[config.mk]
export PLATFORM = sky130hd
export DESIGN_NAME = multicycle_ctrl_flat
export DESIGN_NICKNAME = d
export VERILOG_FILES = /design/src/rtl/multicycle_ctrl_if.sv /design/src/rtl/multicycle_ctrl.sv /design/src/flat_wrapper.sv
export SDC_FILE = /design/constraint.sdc
export NUM_CORES = 1
export LEC_CHECK = 0
export ABC_AREA = 1
export CORE_MARGIN = 2
export CORE_UTILIZATION = 42
export DETAILED_ROUTE_END_ITERATION = 10
export GPL_TIMING_DRIVEN = 0
export PLACE_DENSITY = 0.79
export RECOVER_POWER = 100
export SETUP_SLACK_MARGIN = 0.15
export SLEW_MARGIN = 20
export SYNTH_ARGS = -nofsm -noshare
export SYNTH_HDL_FRONTEND = slang
export SYNTH_SLANG_ARGS = --single-unit
[constraint.sdc]
create_clock -name clk -period 1.8 [get_ports clk]
set_input_delay 0.36 -clock clk [delete_from_list [all_inputs] [get_ports clk]]
set_output_delay 0.36 -clock clk [all_outputs]
set_load 0.02 [all_outputs]
[src/rtl/multicycle_ctrl_if.sv]
// Control bundle between the multicycle controller and its datapath.
// Signal names follow the controller's published port names.
interface multicycle_ctrl_if;
    logic [6:0] op;
    logic       pcUpdate;
    logic       irWrite;
    logic       regWrite;
    logic       memWrite;
    logic       branch;
    logic       adrSrc;
    logic [1:0] resSrc;
    logic [1:0] aluSrcA;
    logic [1:0] aluSrcB;
    logic [1:0] aluOp;
    logic [1:0] immSrc;
    logic       illegal;
    logic [3:0] state;

    modport master (
        output op,
        input  pcUpdate, irWrite, regWrite, memWrite, branch, adrSrc,
        input  resSrc, aluSrcA, aluSrcB, aluOp, immSrc, illegal, state
    );

    modport slave (
        input  op,
        output pcUpdate, irWrite, regWrite, memWrite, branch, adrSrc,
        output resSrc, aluSrcA, aluSrcB, aluOp, immSrc, illegal, state
    );
endinterface

[src/rtl/multicycle_ctrl.sv]
// Moore-style main controller for a multicycle RISC-V core.
// FETCH and MEMREAD stretch by MEM_WAIT cycles using a 4-bit wait counter.
module multicycle_ctrl #(
    parameter int unsigned MEM_WAIT = 0,
    parameter int unsigned TRAP_EN  = 1
) (
    input  logic                  clk,
    input  logic                  reset,
    multicycle_ctrl_if.slave      bus
);

    typedef enum logic [3:0] {
        StFetch    = 4'd0,
        StDecode   = 4'd1,
        StMemAdr   = 4'd2,
        StMemRead  = 4'd3,
        StMemWb    = 4'd4,
        StMemWrite = 4'd5,
        StExecR    = 4'd6,
        StExecI    = 4'd7,
        StAluWb    = 4'd8,
        StBeq      = 4'd9,
        StJal      = 4'd10,
        StTrap     = 4'd11
    } state_e;

    localparam logic [6:0] OpLw   = 7'd3;
    localparam logic [6:0] OpSw   = 7'd35;
    localparam logic [6:0] OpR    = 7'd51;
    localparam logic [6:0] OpI    = 7'd19;
    localparam logic [6:0] OpBeq  = 7'd99;
    localparam logic [6:0] OpJal  = 7'd111;
    localparam logic [3:0] WaitLast = 4'(MEM_WAIT);

    state_e     state_q, state_d;
    logic [3:0] cnt_q, cnt_d;
    logic       wait_done;

    assign wait_done = (cnt_q == WaitLast);

    always_ff @(posedge clk or posedge reset) begin
        if (reset) begin
            state_q <= StFetch;
            cnt_q   <= 4'd0;
        end else begin
            state_q <= state_d;
            cnt_q   <= cnt_d;
        end
    end

    always_comb begin
        state_d = state_q;
        unique case (state_q)
            StFetch:    if (wait_done) state_d = StDecode;
            StDecode: begin
                unique case (bus.op)
                    OpLw, OpSw: state_d = StMemAdr;
                    OpR:        state_d = StExecR;
                    OpI:        state_d = StExecI;
                    OpBeq:      state_d = StBeq;
                    OpJal:      state_d = StJal;
                    default:    state_d = (TRAP_EN != 0) ? StTrap : StFetch;
                endcase
            end
            StMemAdr:   state_d = (bus.op == OpLw) ? StMemRead : StMemWrite;
            StMemRead:  if (wait_done) state_d = StMemWb;
            StMemWb:    state_d = StFetch;
            StMemWrite: state_d = StFetch;
            StExecR:    state_d = StAluWb;
            StExecI:    state_d = StAluWb;
            StJal:      state_d = StAluWb;
            StAluWb:    state_d = StFetch;
            StBeq:      state_d = StFetch;
            StTrap:     state_d = StTrap;
            default:    state_d = StFetch;
        endcase
    end

    // Counter only runs while lingering in a wait state; any state change clears it.
    always_comb begin
        cnt_d = 4'd0;
        if ((state_q == StFetch || state_q == StMemRead) && state_d == state_q) begin
            cnt_d = cnt_q + 4'd1;
        end
    end

    always_comb begin
        bus.pcUpdate = 1'b0;
        bus.irWrite  = 1'b0;
        bus.regWrite = 1'b0;
        bus.memWrite = 1'b0;
        bus.branch   = 1'b0;
        bus.adrSrc   = 1'b0;
        bus.resSrc   = 2'b00;
        bus.aluSrcA  = 2'b00;
        bus.aluSrcB  = 2'b00;
        bus.aluOp    = 2'b00;
        bus.illegal  = 1'b0;
        unique case (state_q)
            StFetch: begin
                bus.aluSrcB  = 2'b10;
                bus.resSrc   = 2'b10;
                // Reset holds the register in FETCH; keep its final-cycle strobes quiet.
                bus.irWrite  = wait_done & ~reset;
                bus.pcUpdate = wait_done & ~reset;
            end
            StDecode: begin
                bus.aluSrcA = 2'b01;
                bus.aluSrcB = 2'b01;
            end
            StMemAdr: begin
                bus.aluSrcA = 2'b10;
                bus.aluSrcB = 2'b01;
            end
            StMemRead:  bus.adrSrc = 1'b1;
            StMemWb: begin
                bus.resSrc   = 2'b01;
                bus.regWrite = 1'b1;
            end
            StMemWrite: begin
                bus.adrSrc   = 1'b1;
                bus.memWrite = 1'b1;
            end
            StExecR: begin
                bus.aluSrcA = 2'b10;
                bus.aluOp   = 2'b10;
            end
            StExecI: begin
                bus.aluSrcA = 2'b10;
                bus.aluSrcB = 2'b01;
                bus.aluOp   = 2'b10;
            end
            StAluWb:    bus.regWrite = 1'b1;
            StBeq: begin
                bus.aluSrcA = 2'b10;
                bus.aluOp   = 2'b01;
                bus.branch  = 1'b1;
            end
            StJal: begin
                bus.aluSrcA  = 2'b01;
                bus.aluSrcB  = 2'b10;
                bus.pcUpdate = 1'b1;
            end
            StTrap:     bus.illegal = 1'b1;
            default:    ;
        endcase
    end

    always_comb begin
        unique case (bus.op)
            OpSw:    bus.immSrc = 2'b01;
            OpBeq:   bus.immSrc = 2'b10;
            OpJal:   bus.immSrc = 2'b11;
            default: bus.immSrc = 2'b00;
        endcase
    end

    assign bus.state = state_q;

endmodule

[src/flat_wrapper.sv]
// flat-port wrapper written by rule: the top's interface ports become plain ports
module multicycle_ctrl_flat 
#(
    parameter int unsigned MEM_WAIT = 0,
    parameter int unsigned TRAP_EN  = 1
)
  (clk, reset, bus_op, bus_pcUpdate, bus_irWrite, bus_regWrite, bus_memWrite, bus_branch, bus_adrSrc, bus_resSrc, bus_aluSrcA, bus_aluSrcB, bus_aluOp, bus_immSrc, bus_illegal, bus_state);
  multicycle_ctrl_if bus_i ();
  input  logic clk;
  input  logic reset;
  input wire logic [$bits(bus_i.op)-1:0] bus_op;
  output wire logic [$bits(bus_i.pcUpdate)-1:0] bus_pcUpdate;
  output wire logic [$bits(bus_i.irWrite)-1:0] bus_irWrite;
  output wire logic [$bits(bus_i.regWrite)-1:0] bus_regWrite;
  output wire logic [$bits(bus_i.memWrite)-1:0] bus_memWrite;
  output wire logic [$bits(bus_i.branch)-1:0] bus_branch;
  output wire logic [$bits(bus_i.adrSrc)-1:0] bus_adrSrc;
  output wire logic [$bits(bus_i.resSrc)-1:0] bus_resSrc;
  output wire logic [$bits(bus_i.aluSrcA)-1:0] bus_aluSrcA;
  output wire logic [$bits(bus_i.aluSrcB)-1:0] bus_aluSrcB;
  output wire logic [$bits(bus_i.aluOp)-1:0] bus_aluOp;
  output wire logic [$bits(bus_i.immSrc)-1:0] bus_immSrc;
  output wire logic [$bits(bus_i.illegal)-1:0] bus_illegal;
  output wire logic [$bits(bus_i.state)-1:0] bus_state;
  assign bus_i.op = bus_op;
  assign bus_pcUpdate = bus_i.pcUpdate;
  assign bus_irWrite = bus_i.irWrite;
  assign bus_regWrite = bus_i.regWrite;
  assign bus_memWrite = bus_i.memWrite;
  assign bus_branch = bus_i.branch;
  assign bus_adrSrc = bus_i.adrSrc;
  assign bus_resSrc = bus_i.resSrc;
  assign bus_aluSrcA = bus_i.aluSrcA;
  assign bus_aluSrcB = bus_i.aluSrcB;
  assign bus_aluOp = bus_i.aluOp;
  assign bus_immSrc = bus_i.immSrc;
  assign bus_illegal = bus_i.illegal;
  assign bus_state = bus_i.state;
  multicycle_ctrl #(.MEM_WAIT(MEM_WAIT), .TRAP_EN(TRAP_EN)) u_core (.clk(clk), .reset(reset), .bus(bus_i));
endmodule
==> run_results.csv, run 1 <==
group,metric,value,unit
final_timing,finalCritPeriodShare,101.9,%
placed_design,dp.cells,162,
global_routing,use_met2,41.13,%
finish,final_cell_mix,"buf_4 (23), inv_1 (15), nor2_1 (14)",
job,tool_warnings,30,
floorplanning,die_height,45.50,µm
hold_path,hold_depth,2,
finish,sh_comb_area,42.40,%
global_routing,antenna_found_initial,0,
finish,diodes,0,
synthesis,yosysWarningCount,0,
synthesis,synth.distinct_cells,23,
synthesis,synth_area,723.2,µm²
power,p_int,1.014,mW
placed_design,hpwl,1.513,mm
finish,stdcell_area,1292,µm²
final_timing,relSlewSlack,79.64,%
finish,layout-drive-gt1-share,51.50,%
hold_path,min-delay-start,"u_core.cnt_q[0]",
synthesis,edf_count,0,
job,maxCapViolations,0,
hold_path,min_to,"u_core.cnt_q[0]",
synthesis,synthFlopType,"dfrtp_1",
power,powerDensity,1633,nW/µm²
global_routing,grt_use_met1,24.88,%
final_timing,clock.fmax,545.1,MHz
finish,nets,180,
synthesis,ys_sh_mux,0,%
cts,cts_setup_buffers,10,
worst_setup_path,crit_path_frequent_cell,"inv_2",
final_timing,holdWs,0.5342,ns
synthesis,netlist_top_cells_count,"inv_1 (25), nand2_1 (22), nor2_1 (21)",
outcome,status,"complete, but fails checks",
synthesis,ys_seq_share,27.68,%
worst_setup_path,r2r_setup_slack,0.20,ns
final_timing,slew_violations,0,
drt,met2_length,1.338,mm
drt,routed.top_layer,"met4",
power,p_sw_share,51.97,%
drt,vias,957,
placed_design,portBuffers,29,
final_timing,final_hold_viol_count,0,
power,pg_comb,1.65,mW
worst_setup_path,rr_startpoint,"u_core.bus.state[0]",
final_timing,worstMarginPinSlew,0.3051,ns
floorplanning,die_w,45.50,µm
finish,clkbuf_count,3,
drt,antenna_left,0,
synthesis,fa_ha_area_share,3.460,%
finish,nonClockInverterCount,29,
power,p_seq_share,15.2,%
cts,insertion_delay,0.26,ns
final_timing,setup_violations,1,
synthesis,post_synth.cell_area_avg,6.181,µm²
finish,buffer_area_share,29.82,%
worst_setup_path,path_buffers,3,
final_timing,fin_worst_skew,0.003241,ns
global_routing,use_met3,6.349,%
synthesis,ys_cells,117,
worst_setup_path,startpoint_type,"register",
worst_setup_path,path_cells,"inv_2 > nor2_2 > inv_2 > o21ai_0 > buf_2",
worst_setup_path,cp_top_family,"flip-flops",
drt,met1Wirelength,976,µm
finish,layout.cells.non_filler,183,
cts,clkTransAtPathRegs,0.05,ns
synthesis,numSynthFlops,8,
finish,largestClassByArea,"logic gates",
global_routing,grt_max_degree,9,
cts,h-tree-depth,1,
worst_setup_path,cp.depth,5,
final_timing,setup_slack,-0.03465,ns
drt,drc,0,
synthesis,synthAoiAreaFrac,8.478,%
worst_setup_path,critical_path.max_fanout,6,
global_routing,grt_pass1_vias,852,
cts,cts_num_sinks,8,
finish,buffers,48,
synthesis,synth.most_common_cell,"inv_1",
drt,wl,2.514,mm
worst_setup_path,cp_slowest_cell,"dfrtp_1",
global_routing,grt_use_total,22.24,%
global_routing,grt_busiest_layer,"met2",
placed_design,postPlaceCellArea,1036,µm²
power,p_comb_share,78.3,%
power,powerSeq,0.321,mW
synthesis,synthArstFlopShare,100.0,%
finish,final-seq-area,202.7,µm²
floorplanning,tap_cells,16,
power,p_leak,0.7530,nW
finish,clk_share,1.742,%
final_timing,period_needed,1.835,ns
outcome,violations,"negative setup slack",
worst_setup_path,startpoint,"u_core.bus.state[2]",
worst_setup_path,slowest_delay,0.42,ns
power,peakVddDrop,1.016,mV
power,finalPower,2.111,mW
power,top_power_group,"combinational logic",
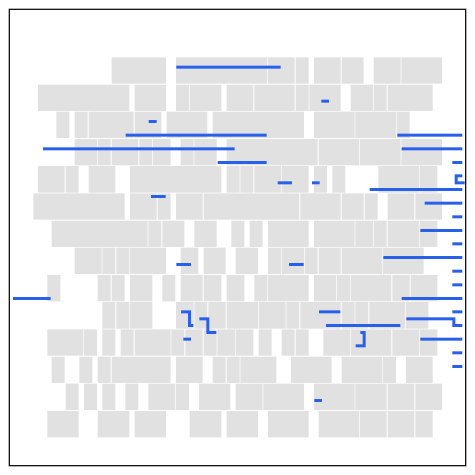
**Above:** run 1 (met3 routing).
(10 px per µm) Cells faint in the background.
The longest straight run is 18.9 µm. The layer holds 5.3% of the routed length.

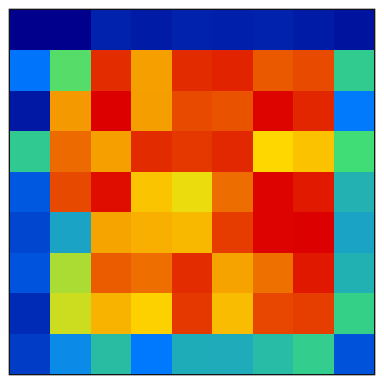
**Above:** run 1 (placement density heat map).
(8 px per µm) The die is cut into 9 by 9 equal tiles; dark blue is low, red is high, 0 to 100% covered.
The densest ninth of the die: centre. 54% of the tiles are over 75% full. The fullest tile reaches 100%. 2.5% of the tiles are nearly empty. The mean over all tiles is 62%.
Core Box Area: 1559 µm²
Core Util at FP: 46.39%
Finished Core Util: 82.91%

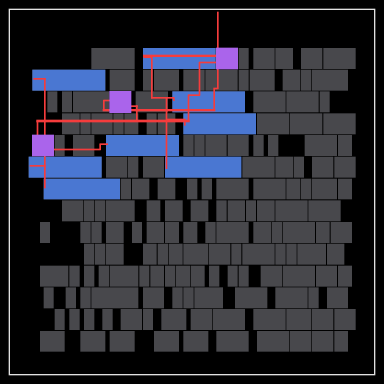
**Above:** run 1 (clock wires, drivers and flops).
(8 px per µm)
Key: purple = cells driving clock nets [count 3]; red = clock wires [length 123 µm]; blue = flip-flops [count 8]
There are 4 routed clock nets.
power in the clock group: 0.137 mW
clock network fraction of total power: 6.5%

**Run 1: congestion heat map**

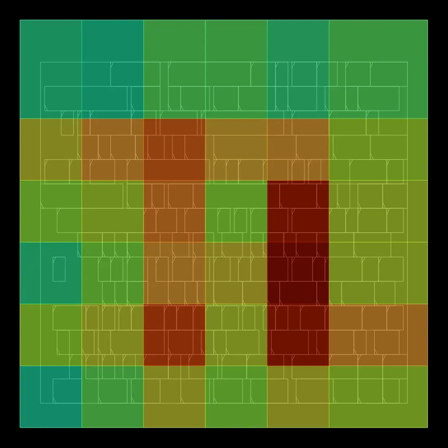

==> run 1 -> run 2 <==
SETUP_SLACK_MARGIN = 0.3   (was 0.15)
TNS_END_PERCENT = 100   (was not set)
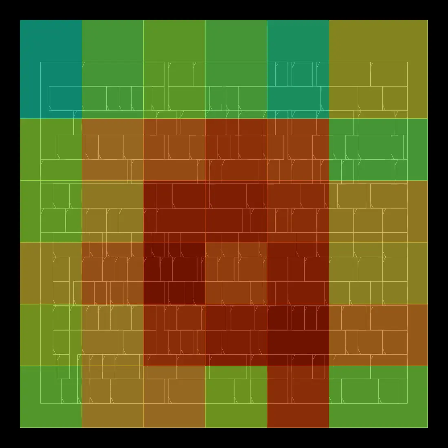
**Above:** run 2 (congestion heat map).
met2 Usage GRT: 52.68%
grt met3 use: 7.937%
gr usage total: 28.41%
Finished Core Util: 90.53%

==> run 2 against run 1 <==
The run still ends with negative setup slack left. Critical path depth rose by 1. Highest routed layer unchanged. Setup slack improved by 0.0057 ns. Hold slack got worse by 0.040 ns. Sequential power rose by 5%. Area after synthesis did not move. Sequential cell count did not move. Critical endpoint is now bus_aluSrcB[0]. Routed wire length rose by 39%. Clock-buffer cell count rose by 1. Clock power rose by 16%. Largest cell class unchanged.
==> run_results.csv, run 2 <==
group,metric,value,unit
power,clk-power,0.159,mW
final_timing,finalCritPeriodShare,101.6,%
finish,layout-drive-gt1-share,62.92,%
cts,hold_buffers,0,
drt,drt-pass1-iter-count,4,
synthesis,ys_seq_share,27.68,%
finish,clkbuf_count,4,
synthesis,ys_sh_simple,41.87,%
finish,buffer_area_share,33.95,%
hold_path,min-delay-start,"bus_op[4]",
worst_setup_path,r2r_end,"u_core.cnt_q[3]",
final_timing,setup_slack,-0.02895,ns
power,pg_comb,1.82,mW
finish,final_cell_mix,"buf_4 (34), inv_1 (13), nand2_1 (13)",
drt,met1Wirelength,1.228,mm
outcome,status,"complete, but fails checks",
synthesis,synthFlopType,"dfrtp_1",
synthesis,area_leaders,"dfrtp_1 (28%), inv_1 (13%), nand2_1 (11%)",
worst_setup_path,path_buffers,3,
power,p_int,1.080,mW
power,p_sw_share,53.32,%
finish,layout.cells.non_filler,194,
floorplanning,die_w,45.50,µm
placed_design,portBuffers,29,
worst_setup_path,critical_path.max_fanout,5,
hold_path,min_to,"u_core.bus.state[2]",
floorplanning,die_height,45.50,µm
drt,met2_length,1.661,mm
global_routing,grt_busiest_layer,"met2",
power,finalPower,2.313,mW
power,p_comb_share,78.5,%
finish,diodes,0,
power,powerDensity,1639,nW/µm²
power,p_leak,0.7819,nW
placed_design,postPlaceCellArea,1072,µm²
drt,vias,1113,
power,peakVddDrop,1.201,mV
global_routing,antenna_found_initial,0,
worst_setup_path,end_kind,"output port",
worst_setup_path,cp.depth,6,
synthesis,netlist_top_cells_count,"inv_1 (25), nand2_1 (22), nor2_1 (21)",
global_routing,grt_max_degree,9,
job,maxCapViolations,0,
finish,final-seq-area,205.2,µm²
synthesis,ys_cells,117,
cts,cts_resized,141,
power,powerSeq,0.338,mW
power,clkPwrFrac,6.9,%
floorplanning,core,1559,µm²
synthesis,ys_sh_mux,0,%
final_timing,relSlewSlack,78.09,%
global_routing,grt_use_met1,29.06,%
worst_setup_path,setup.worst_path.end,"bus_aluSrcB[0]",
worst_setup_path,rr_startpoint,"u_core.bus.state[0]",
final_timing,clock.fmax,546.8,MHz
final_timing,slew_violations,0,
drt,drc,0,
power,p_sw,1.234,mW
finish,stdcell_area,1411,µm²
floorplanning,tap_cells,16,
finish,nonClockInverterCount,29,
worst_setup_path,startpoint,"u_core.bus.state[1]",
synthesis,netlist_instances,117,
synthesis,numSynthFlops,8,
final_timing,fin_worst_skew,0.02226,ns
cts,cts_setup_buffers,19,
hold_path,hp-class,"in -> reg",
finish,sh_comb_area,39.98,%
synthesis,yosysChipArea,723.2,µm²
finish,buffers,58,
final_timing,holdWs,0.4941,ns
worst_setup_path,r2r_setup_slack,0.07,ns
final_timing,setup_violations,1,
global_routing,grt_first_pass_wirelength,4.215,mm
cts,numCtsBuffers,3,
drt,routed.top_layer,"met4",
placed_design,dp.cells,162,
placed_design,hpwl,1.509,mm
finish,lay_top_count,"buf_4",
outcome,violations,"negative setup slack",
worst_setup_path,path_cells,"inv_2 > nand2_4 > nor2_4 > inv_1 > o211ai_1 > buf_4",
drt,wl,3.501,mm
power,top_power_group,"combinational logic",
worst_setup_path,cp_slowest_cell,"dfrtp_2",
finish,fillers,67,
power,p_seq_share,14.6,%
synthesis,synth.most_common_cell,"inv_1",
worst_setup_path,startpoint_type,"register",
final_timing,final_hold_viol_count,0,
drt,antenna_left,0,
worst_setup_path,cp_top_family,"flip-flops",
floorplanning,fp_util,46.39,%
hold_path,hold_depth,3,
global_routing,grt_pass1_vias,998,
synthesis,synthAoiAreaFrac,8.478,%
synthesis,post_synth.cell_area_avg,6.181,µm²
synthesis,synthArstFlopShare,100.0,%
synthesis,synth.distinct_cells,23,
job,tool_warnings,30,
synthesis,synth_area,723.2,µm²
cts,h-tree-depth,1,
cts,clkTransAtPathRegs,0.07,ns
synthesis,yosysWarningCount,0,
final_timing,period_needed,1.829,ns
synthesis,fa_ha_area_share,3.460,%
cts,cts_num_sinks,8,
cts,insertion_delay,0.27,ns
finish,largestClassByArea,"logic gates",
final_timing,worstMarginPinSlew,0.3283,ns
finish,nets,190,
final_timing,rsz0062_at_grt,"yes",
synthesis,edf_count,0,
worst_setup_path,slowest_delay,0.49,ns
finish,clk_share,1.862,%
drt,vias_per_cell,5.737,
Power and IR drop assume default switching activity.
